<file path="src/rtl/sdes_pkg.sv">
// Shared S-DES key-schedule constants: permutation tables, widths, rotation schedule, FSM states.
// Table entries are 1-based bit positions counted from the MSB of the source word.
package sdes_pkg;

    localparam int KEY_W      = 10;
    localparam int RK_W       = 8;
    localparam int HALF_W     = 5;
    localparam int MAX_ROUNDS = 4;

    localparam int P10_TAB [KEY_W] = '{3, 5, 2, 7, 4, 10, 1, 9, 8, 6};
    localparam int P8_TAB  [RK_W]  = '{6, 3, 7, 4, 8, 5, 10, 9};

    typedef enum logic [1:0] {
        IDLE   = 2'd0,
        EXPAND = 2'd1,
        SERVE  = 2'd2
    } state_t;

    // Cumulative left-rotate amount for a round, measured from the P10 word:
    // 1 for round 0, then +2 per round, taken modulo the 5-bit half width.
    function automatic logic [2:0] ROT_SCHED(input logic [1:0] rnd);
        int amt;
        amt = (1 + 2 * int'(rnd)) % HALF_W;
        return 3'(amt);
    endfunction

endpackage

</file>
<file path="src/rtl/sdes_key_perm.sv">
// Combinational S-DES key helpers: P10 of the master key, and P8 of the rotated P10 word.
// Zero latency; no handshake.
module sdes_key_perm
    import sdes_pkg::*;
(
    input  logic [KEY_W-1:0] key_i,
    input  logic [KEY_W-1:0] p10_word_i,
    input  logic [2:0]       rot_i,
    output logic [KEY_W-1:0] p10_o,
    output logic [RK_W-1:0]  rk_o
);

    logic [KEY_W-1:0] rot_word;

    function automatic logic [HALF_W-1:0] rotl5(input logic [HALF_W-1:0] x,
                                                input logic [2:0]        n);
        logic [2*HALF_W-1:0] d;
        d = {x, x} << n;
        return d[2*HALF_W-1:HALF_W];
    endfunction

    always_comb begin
        p10_o = '0;
        for (int i = 0; i < KEY_W; i++) begin
            p10_o[KEY_W-1-i] = key_i[KEY_W-P10_TAB[i]];
        end
    end

    // Halves rotate independently; the high half holds positions 1..5.
    always_comb begin
        rot_word = {rotl5(p10_word_i[KEY_W-1:HALF_W], rot_i),
                    rotl5(p10_word_i[HALF_W-1:0], rot_i)};
    end

    always_comb begin
        rk_o = '0;
        for (int i = 0; i < RK_W; i++) begin
            rk_o[RK_W-1-i] = rot_word[KEY_W-P8_TAB[i]];
        end
    end

endmodule

</file>
<file path="src/rtl/sdes_key_schedule.sv">
// S-DES round-key generator: expands one key per clock into a buffer, then serves keys in order.
// First key valid NUM_ROUNDS cycles after key_load; holds rk_out stable while rk_ready is low.
module sdes_key_schedule
    import sdes_pkg::*;
#(
    parameter int NUM_ROUNDS = 2
) (
    input  logic             clk,
    input  logic             rst_n,
    input  logic             key_load,
    input  logic [KEY_W-1:0] key_in,
    input  logic             decrypt,
    output logic             busy,
    output logic             rk_valid,
    input  logic             rk_ready,
    output logic [RK_W-1:0]  rk_out,
    output logic [1:0]       rk_idx,
    output logic             rk_last
);

    localparam logic [1:0] LAST_IDX = 2'(NUM_ROUNDS - 1);

    state_t           state_q;
    logic [1:0]       cnt_q;
    logic [1:0]       pos_q;
    logic             dec_q;
    logic [KEY_W-1:0] p10_q;
    logic [RK_W-1:0]  buf_q [MAX_ROUNDS];

    logic             busy_q;
    logic             rk_valid_q;
    logic             rk_last_q;
    logic [RK_W-1:0]  rk_out_q;
    logic [1:0]       rk_idx_q;

    logic [KEY_W-1:0] key_p10;
    logic [RK_W-1:0]  rk_new;
    logic [1:0]       first_idx;
    logic [1:0]       pos_d;
    logic [1:0]       next_idx;
    logic             xfer;

    sdes_key_perm u_perm (
        .key_i      (key_in),
        .p10_word_i (p10_q),
        .rot_i      (ROT_SCHED(cnt_q)),
        .p10_o      (key_p10),
        .rk_o       (rk_new)
    );

    // Serve position counts transfers; the true round index is mirrored for decrypt.
    always_comb begin
        first_idx = dec_q ? LAST_IDX : 2'd0;
        pos_d     = pos_q + 2'd1;
        next_idx  = dec_q ? (LAST_IDX - pos_d) : pos_d;
        xfer      = rk_valid_q & rk_ready;
    end

    always_ff @(posedge clk or negedge rst_n) begin
        if (!rst_n) begin
            state_q    <= IDLE;
            cnt_q      <= 2'd0;
            pos_q      <= 2'd0;
            dec_q      <= 1'b0;
            p10_q      <= '0;
            busy_q     <= 1'b0;
            rk_valid_q <= 1'b0;
            rk_last_q  <= 1'b0;
            rk_out_q   <= '0;
            rk_idx_q   <= 2'd0;
            for (int i = 0; i < MAX_ROUNDS; i++) begin
                buf_q[i] <= '0;
            end
        end else if (key_load) begin
            // A load in any state restarts; a coincident transfer belongs to the old key.
            state_q    <= EXPAND;
            cnt_q      <= 2'd0;
            pos_q      <= 2'd0;
            dec_q      <= decrypt;
            p10_q      <= key_p10;
            busy_q     <= 1'b1;
            rk_valid_q <= 1'b0;
            rk_last_q  <= 1'b0;
        end else begin
            case (state_q)
                IDLE: begin
                    busy_q     <= 1'b0;
                    rk_valid_q <= 1'b0;
                end
                EXPAND: begin
                    buf_q[cnt_q] <= rk_new;
                    cnt_q        <= cnt_q + 2'd1;
                    if (cnt_q == LAST_IDX) begin
                        // First served key may be the one being written this edge.
                        state_q    <= SERVE;
                        rk_valid_q <= 1'b1;
                        rk_idx_q   <= first_idx;
                        rk_out_q   <= (first_idx == cnt_q) ? rk_new : buf_q[first_idx];
                        rk_last_q  <= (NUM_ROUNDS == 1);
                    end
                end
                SERVE: begin
                    if (xfer) begin
                        if (rk_last_q) begin
                            state_q    <= IDLE;
                            busy_q     <= 1'b0;
                            rk_valid_q <= 1'b0;
                            rk_last_q  <= 1'b0;
                        end else begin
                            pos_q     <= pos_d;
                            rk_idx_q  <= next_idx;
                            rk_out_q  <= buf_q[next_idx];
                            rk_last_q <= (pos_d == LAST_IDX);
                        end
                    end
                end
                default: begin
                    state_q    <= IDLE;
                    busy_q     <= 1'b0;
                    rk_valid_q <= 1'b0;
                    rk_last_q  <= 1'b0;
                end
            endcase
        end
    end

    assign busy     = busy_q;
    assign rk_valid = rk_valid_q;
    assign rk_last  = rk_last_q;
    assign rk_out   = rk_out_q;
    assign rk_idx   = rk_idx_q;

endmodule

</file>
<file path="config.mk">
export PLATFORM = sky130hd
export DESIGN_NAME = sdes_key_schedule
export DESIGN_NICKNAME = d
export VERILOG_FILES = /design/src/rtl/sdes_pkg.sv /design/src/rtl/sdes_key_perm.sv /design/src/rtl/sdes_key_schedule.sv
export SDC_FILE = /design/constraint.sdc
export NUM_CORES = 1
export LEC_CHECK = 0
export ABC_AREA = 0
export CORE_MARGIN = 2
export CORE_UTILIZATION = 45
export CTS_BUF_LIST = sky130_fd_sc_hd__clkbuf_8 sky130_fd_sc_hd__clkbuf_16
export CTS_CLUSTER_SIZE = 14
export DETAILED_ROUTE_END_ITERATION = 12
export GPL_TIMING_DRIVEN = 0
export PLACE_DENSITY = 0.75
export SYNTH_ARGS = -nofsm -noshare
export SYNTH_HDL_FRONTEND = slang
export SYNTH_HIERARCHICAL = 1
export SYNTH_SLANG_ARGS = --single-unit
</file>
<file path="constraint.sdc">
create_clock -name clk -period 2.5 [get_ports clk]
set_clock_uncertainty 0.1 [all_clocks]
set_input_delay 0.625 -clock clk [delete_from_list [all_inputs] [get_ports clk]]
set_output_delay 0.625 -clock clk [all_outputs]
set_load 0.01 [all_outputs]
</file>
Run 1, met1 routing:
The bar under the picture is 20 µm long. Cells faint in the background.
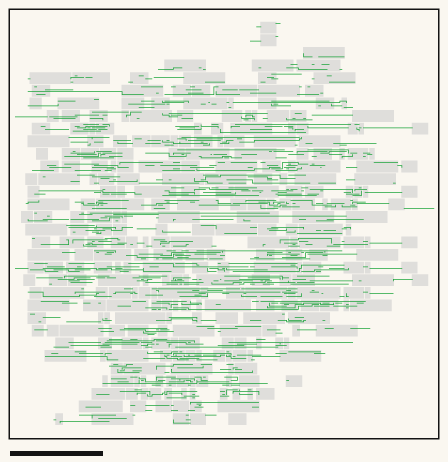
longest straight run	38.6 µm
wire length on this layer	3030 µm
nets with wire on the layer	296
share of all routed wire	43%
via count: 2338
met1 usage in global routing: 22.5%
final routed wirelength across all metal layers: 6990 µm

Run 1, M2 wires:
The bar under the picture is 20 µm long. Cells faint in the background.
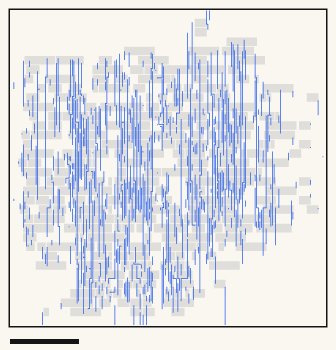
nets with wire on the layer	292
main direction	vertical
share of all routed wire	50%
longest straight run	48.6 µm
GRT met2 Usage: 30.1%

==> results.sh, run 1 <==
# source this file to load flow results
export IMPL_antenna_cells=0
export IMPL_synth_edff_count=0
export IMPL_first_global_vias=2396
export IMPL_synth_warn=6
export IMPL_detailroute_wirelength_met2_um=3470
export IMPL_path_class="register to register"
export IMPL_total_tool_warning_count=29
export IMPL_worst_path_buf_inv=2
export IMPL_yosys_stat_cells=280
export IMPL_fin_nets=333
export IMPL_finalSetupViolations=0
export IMPL_antenna_found_initial=0
export IMPL_crit_slowest_cell="sky130_fd_sc_hd__mux4_2"
export IMPL_post_synth_instance_area_mm2=0.00350
export IMPL_outcome="complete, no violations"
export IMPL_critical_path_startpoint="cnt_q[0]"
export IMPL_final_area_mm2=0.00407
export IMPL_dp_hpwl_um=4660
export IMPL_die_height_um=92.2
export IMPL_hold_worst_slack_ps=185
Run 1, M3 wires:
The bar under the picture is 20 µm long. Cells faint in the background.
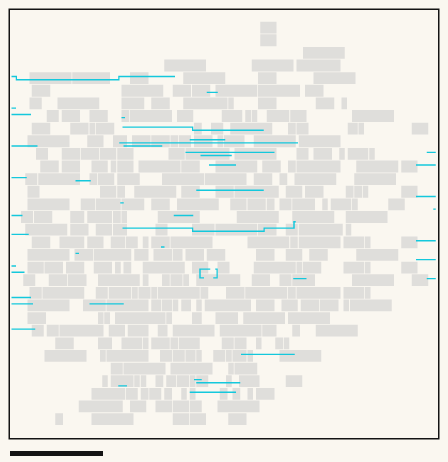
longest straight run	38.2 µm
main direction	horizontal
wire length on this layer	320 µm
share of all routed wire	4.6%
nets with wire on the layer	33
GR Util met3: 3.12%

Run 1, congestion heat map:
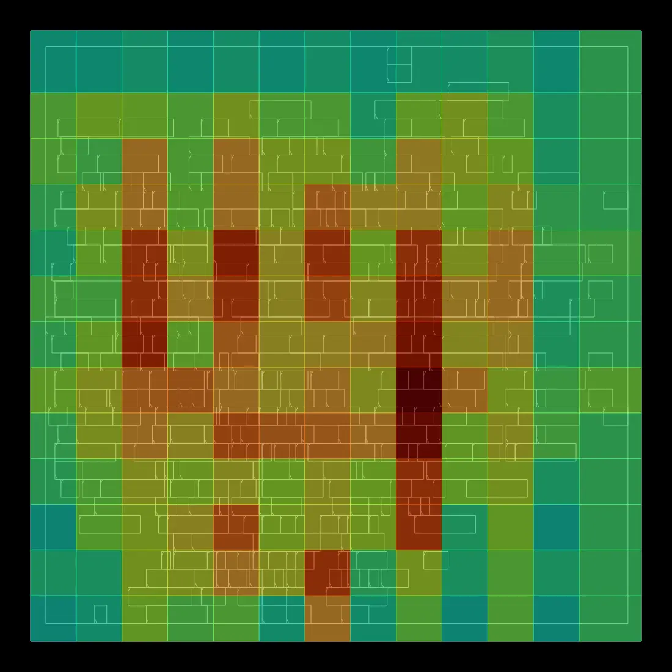
Tot GR Track Use: 17.9%
routed length per placed instance: 16.6 µm
utilization after layout: 53.2%
busiest grt layer: met2

-- run 1: where the power goes --
| part | internal (W) | switching (W) |
|---|---|---|
| Clock | 0.000452 | 0.000411 |
| Combinational | 0.00120 | 0.00110 |
| Sequential | 0.00140 | 0.000252 |
-- run 1: layout make-up --
cell class / instances / area (µm²)
clock buffer: 9 / 124
multi-input combinational: 184 / 1770
tap: 102 / 128
fill: 669 / 3580
inverter: 7 / 26.3
sequential: 62 / 1550
timing repair buffer: 22 / 213
buffer: 27 / 190
clock inverter: 7 / 65.1
-- run 1: kinds of logic after synthesis --
kind of cell,share of synthesized area (%)
mux,30.3
buf+inv,6.18
compound gates,7.93
xor+xnor,1.79
fa+ha+maj,1.79
flops,44.3
simple gates,7.68
## Run 2: what changed since run 1
--- a/config.mk
+++ b/config.mk
@@ -13,6 +13,7 @@
 export DETAILED_ROUTE_END_ITERATION = 12
 export GPL_TIMING_DRIVEN = 0
 export PLACE_DENSITY = 0.75
+export REMOVE_ABC_BUFFERS = 1
 export SYNTH_ARGS = -nofsm -noshare
 export SYNTH_HDL_FRONTEND = slang
 export SYNTH_HIERARCHICAL = 1
Run 2, M3 wires:
The bar under the picture is 20 µm long. Cells faint in the background.
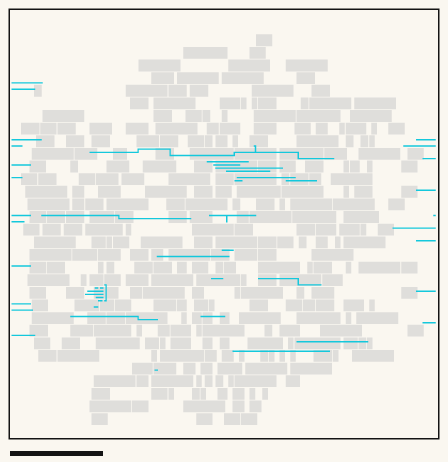
nets with wire on the layer	39
main direction	horizontal
final routed wirelength across all metal layers: 7180 µm
GR Util met3: 4.85%
via count: 2311

==> run 2 against run 1 <==
Fmax grew 0.42%. First-iteration DRC count grew 8.5%. Sequential share of layout area grew 0.071 points. Global-route usage shrank 0.26 points. Clock power shrank 11%. Count of clock-buffer cells in the layout grew 2. Register-to-register slack is essentially flat. Total power shrank 0.15%. Critical path depth shrank 1. Via count shrank 1.2%. Sequential cell count is the same. Largest cell class unchanged. Combinational power grew 3%.
==> results.sh, run 2 <==
# source this file to load flow results
export IMPL_synth_warn=6
export IMPL_finalSetupViolations=0
export IMPL_combAreaFraction_pct=45.6
export IMPL_power_clock_total_w=0.000765
export IMPL_pwr_group_sequential_w=0.00167
export IMPL_num_fill_cells=657
export IMPL_synthXorXnorAreaFrac_pct=1.79
export IMPL_yosys_stat_cells=280
export IMPL_path_class="register to register"
export IMPL_logic_area_mm2=0.00185
export IMPL_nNonClkBuffers=34
export IMPL_logic_family="multiplexers"
export IMPL_synth_edff_count=0
export IMPL_simple_gate_share_pct=7.68
export IMPL_drt_wirelength_per_cell_um=17.7
export IMPL_flop_area_mm2=0.00155
export IMPL_power_internal_w=0.00304
export IMPL_dp_hpwl_um=4570
export IMPL_comb_cells=186
export IMPL_clkCellAreaFrac_pct=4.13
export IMPL_post_synth_instance_area_mm2=0.00350
export IMPL_non_clock_inverter_count=7
export IMPL_use_met2_pct=29.0
export IMPL_worst_path_buf_inv=1
export IMPL_combPwrFrac_pct=49.5
export IMPL_critical_path_startpoint="cnt_q[0]"
export IMPL_n_tap_cell=102
export IMPL_nClkBuffers=11
export IMPL_synth_adder_area_share_pct=1.79
export IMPL_power_sequential_fraction_pct=34.6
export IMPL_grt_util_all_layers_pct=17.7
export IMPL_antenna_found_initial=0
export IMPL_outcome="complete, no violations"
export IMPL_total_tool_warning_count=29
export IMPL_pwr_group_combinational_w=0.00239
export IMPL_antenna_cells=0
export IMPL_net_switching_component_of_the_power_w=0.00177
export IMPL_switching_share_pct=36.8
export IMPL_muxShareOfSynthArea_pct=30.3
export IMPL_final_area_mm2=0.00406
export IMPL_synthAoiAreaFrac_pct=7.93
export IMPL_hold_worst_slack_ps=213
export IMPL_largestClassByArea="logic gates"
export IMPL_numSequentialCells=62
export IMPL_crit_slowest_cell="sky130_fd_sc_hd__mux4_2"
export IMPL_power_clock_fraction_pct=15.9
export IMPL_fraction_of_area_in_registers_pct=38.3
export IMPL_largestPowerGroup="combinational logic"
Run 2, pin placement:
The bar under the picture is 20 µm long. Pins as bars across the die edge, other pins in grey.
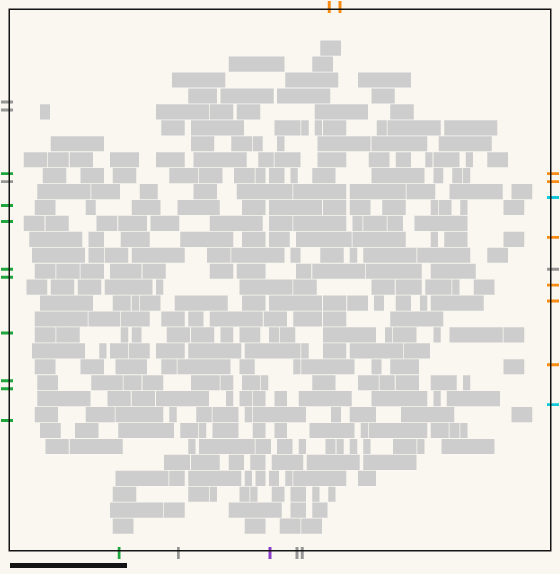
port	colour	pins	direction	edge
`rk_out`	orange	8	output	6 east, 2 north
`rk_idx`	cyan	2	output	east
`rk_valid`	purple	1	output	south
`key_in`	green	10	input	9 west, 1 south
buffers added on ports: 27
Vert. Die Dim: 92.2 µm
chip width: 92.2 µm

run 2: worst register-to-register path, stage by stage, from the launching register on:
cell                       delay [ps]
sky130_fd_sc_hd__dfrtp_2          410
sky130_fd_sc_hd__inv_2            100
sky130_fd_sc_hd__ha_4             170
sky130_fd_sc_hd__nor2b_4          220
sky130_fd_sc_hd__mux2_2           390
sky130_fd_sc_hd__mux4_2           540
sky130_fd_sc_hd__o211ai_1         230
sky130_fd_sc_hd__a31oi_2          110
run 2: what timing repair did:
action                                 4_1_cts  5_1_grt
hold buffers                                 0        0
resized                                     11       13
setup endpoints to repair                   43       11
pin swaps                                    0        3
setup buffers                                6        0
endpoints found under the hold margin        0        0
gates cloned                                 1        1
## Run 3: what changed since run 2
--- a/config.mk
+++ b/config.mk
@@ -6,13 +6,13 @@
 export NUM_CORES = 1
 export LEC_CHECK = 0
 export ABC_AREA = 0
-export CORE_MARGIN = 2
 export CORE_UTILIZATION = 45
 export CTS_BUF_LIST = sky130_fd_sc_hd__clkbuf_8 sky130_fd_sc_hd__clkbuf_16
 export CTS_CLUSTER_SIZE = 14
 export DETAILED_ROUTE_END_ITERATION = 12
 export GPL_TIMING_DRIVEN = 0
 export PLACE_DENSITY = 0.75
+export RECOVER_POWER = 100
 export REMOVE_ABC_BUFFERS = 1
 export SYNTH_ARGS = -nofsm -noshare
 export SYNTH_HDL_FRONTEND = slang
Run 3, congestion heat map:
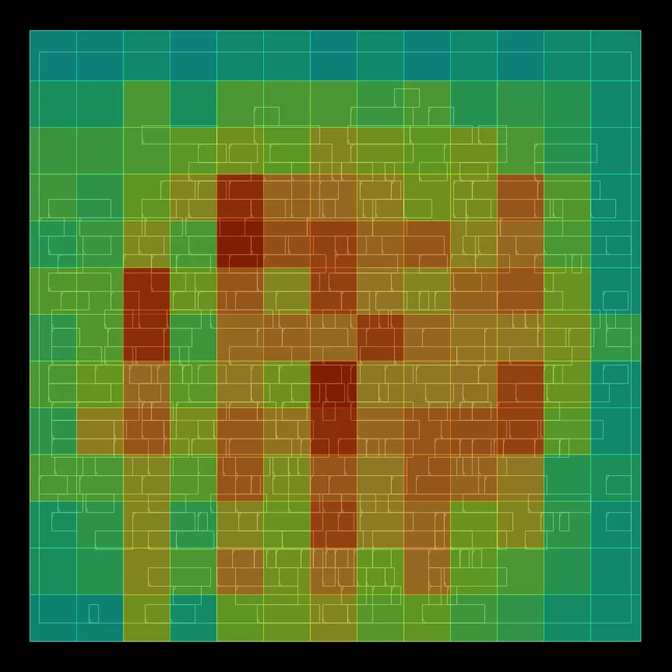
GRT met2 Usage: 30.1%
routed length per placed instance: 17.3 µm
Tot GR Track Use: 18.1%
GR Util met3: 5.75%

==> run 3 against run 2 <==
Via count is 2.1% lower. Die area fell by 4.3%. Sequential cell count stayed put. Sequential power barely moved. Critical endpoint is now buf_q[6]. Clock power is 15% higher. Critical path depth up 1. Critical path type unchanged. Combinational power down 3%. Final area is 0.40% higher.
==> results.sh, run 3 <==
# source this file to load flow results
export IMPL_pwr_group_sequential_w=0.00168
export IMPL_flop_area_mm2=0.00155
export IMPL_largestPowerGroup="combinational logic"
export IMPL_synth_warn=6
export IMPL_crit_slowest_cell="sky130_fd_sc_hd__mux4_2"
export IMPL_cts_hold_repair_buffers=0
export IMPL_logic_family="multiplexers"
export IMPL_n_tap_cell=99
export IMPL_die_width_um=90.2
export IMPL_nNonClkBuffers=35
export IMPL_largestClassByArea="logic gates"
export IMPL_power_sequential_fraction_pct=34.3
export IMPL_final_area_mm2=0.00408
export IMPL_critical_path_startpoint="cnt_q[0]"
export IMPL_outcome="complete, no violations"
export IMPL_clkCellAreaFrac_pct=4.91
export IMPL_total_tool_warning_count=29
export IMPL_final_core_utilization_pct=55.3
export IMPL_net_switching_component_of_the_power_w=0.00175
export IMPL_combPwrFrac_pct=47.6
export IMPL_power_internal_w=0.00313
export IMPL_power_clock_total_w=0.000881
export IMPL_numPortBuffers=27
export IMPL_yosys_stat_cells=280
export IMPL_muxShareOfSynthArea_pct=30.3
export IMPL_non_clock_buffer_area_share_pct=8.29
export IMPL_non_clock_inverter_count=7
export IMPL_combAreaFraction_pct=44.9
export IMPL_synthXorXnorAreaFrac_pct=1.79
export IMPL_hold_worst_slack_ps=373
export IMPL_pwr_group_combinational_w=0.00232
export IMPL_first_global_vias=2185
export IMPL_antenna_cells=0
export IMPL_simple_gate_share_pct=7.68
Run 3, M2 wires:
The bar under the picture is 20 µm long. Cells faint in the background.
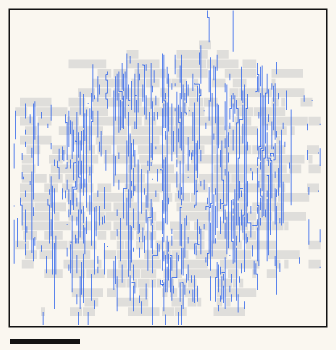
longest straight run	37.2 µm
share of all routed wire	50%
main direction	vertical
final routed wirelength across all metal layers: 6980 µm
via count: 2263

==> run 3: per-layer routing <==
metal	routed length [µm]	vias up	global-route usage [%]
li1	-	1061	-
met1	3140	1156	22.8
met2	3500	39	30.1
met3	267	7	5.75
met4	74	0	4.84
met5	0	-	0
==> run 3: timing repair <==
item / in CTS / in global routing
pin swaps: 2 / 3
endpoints found under the setup margin: 43 / 23
cloned: 0 / 1
setup buffers: 3 / 4
resized: 10 / 13
==> run 3: how the worst max path moves through the flow <==
stage | endpoint | slack, ps | cells after the start
2_1_floorplan | rk_out[6] | -440 | 7
5_1_grt | rk_out[5] | 3 | 9
3_5_place_dp | rk_out[6] | -970 | 5
6_report | buf_q[6] | 100 | 8
3_3_place_gp | rk_out[3] | -1930 | 4
4_1_cts | rk_out[0] | -7 | 9
No activity file was given, so power comes from the tool's default toggle rates.
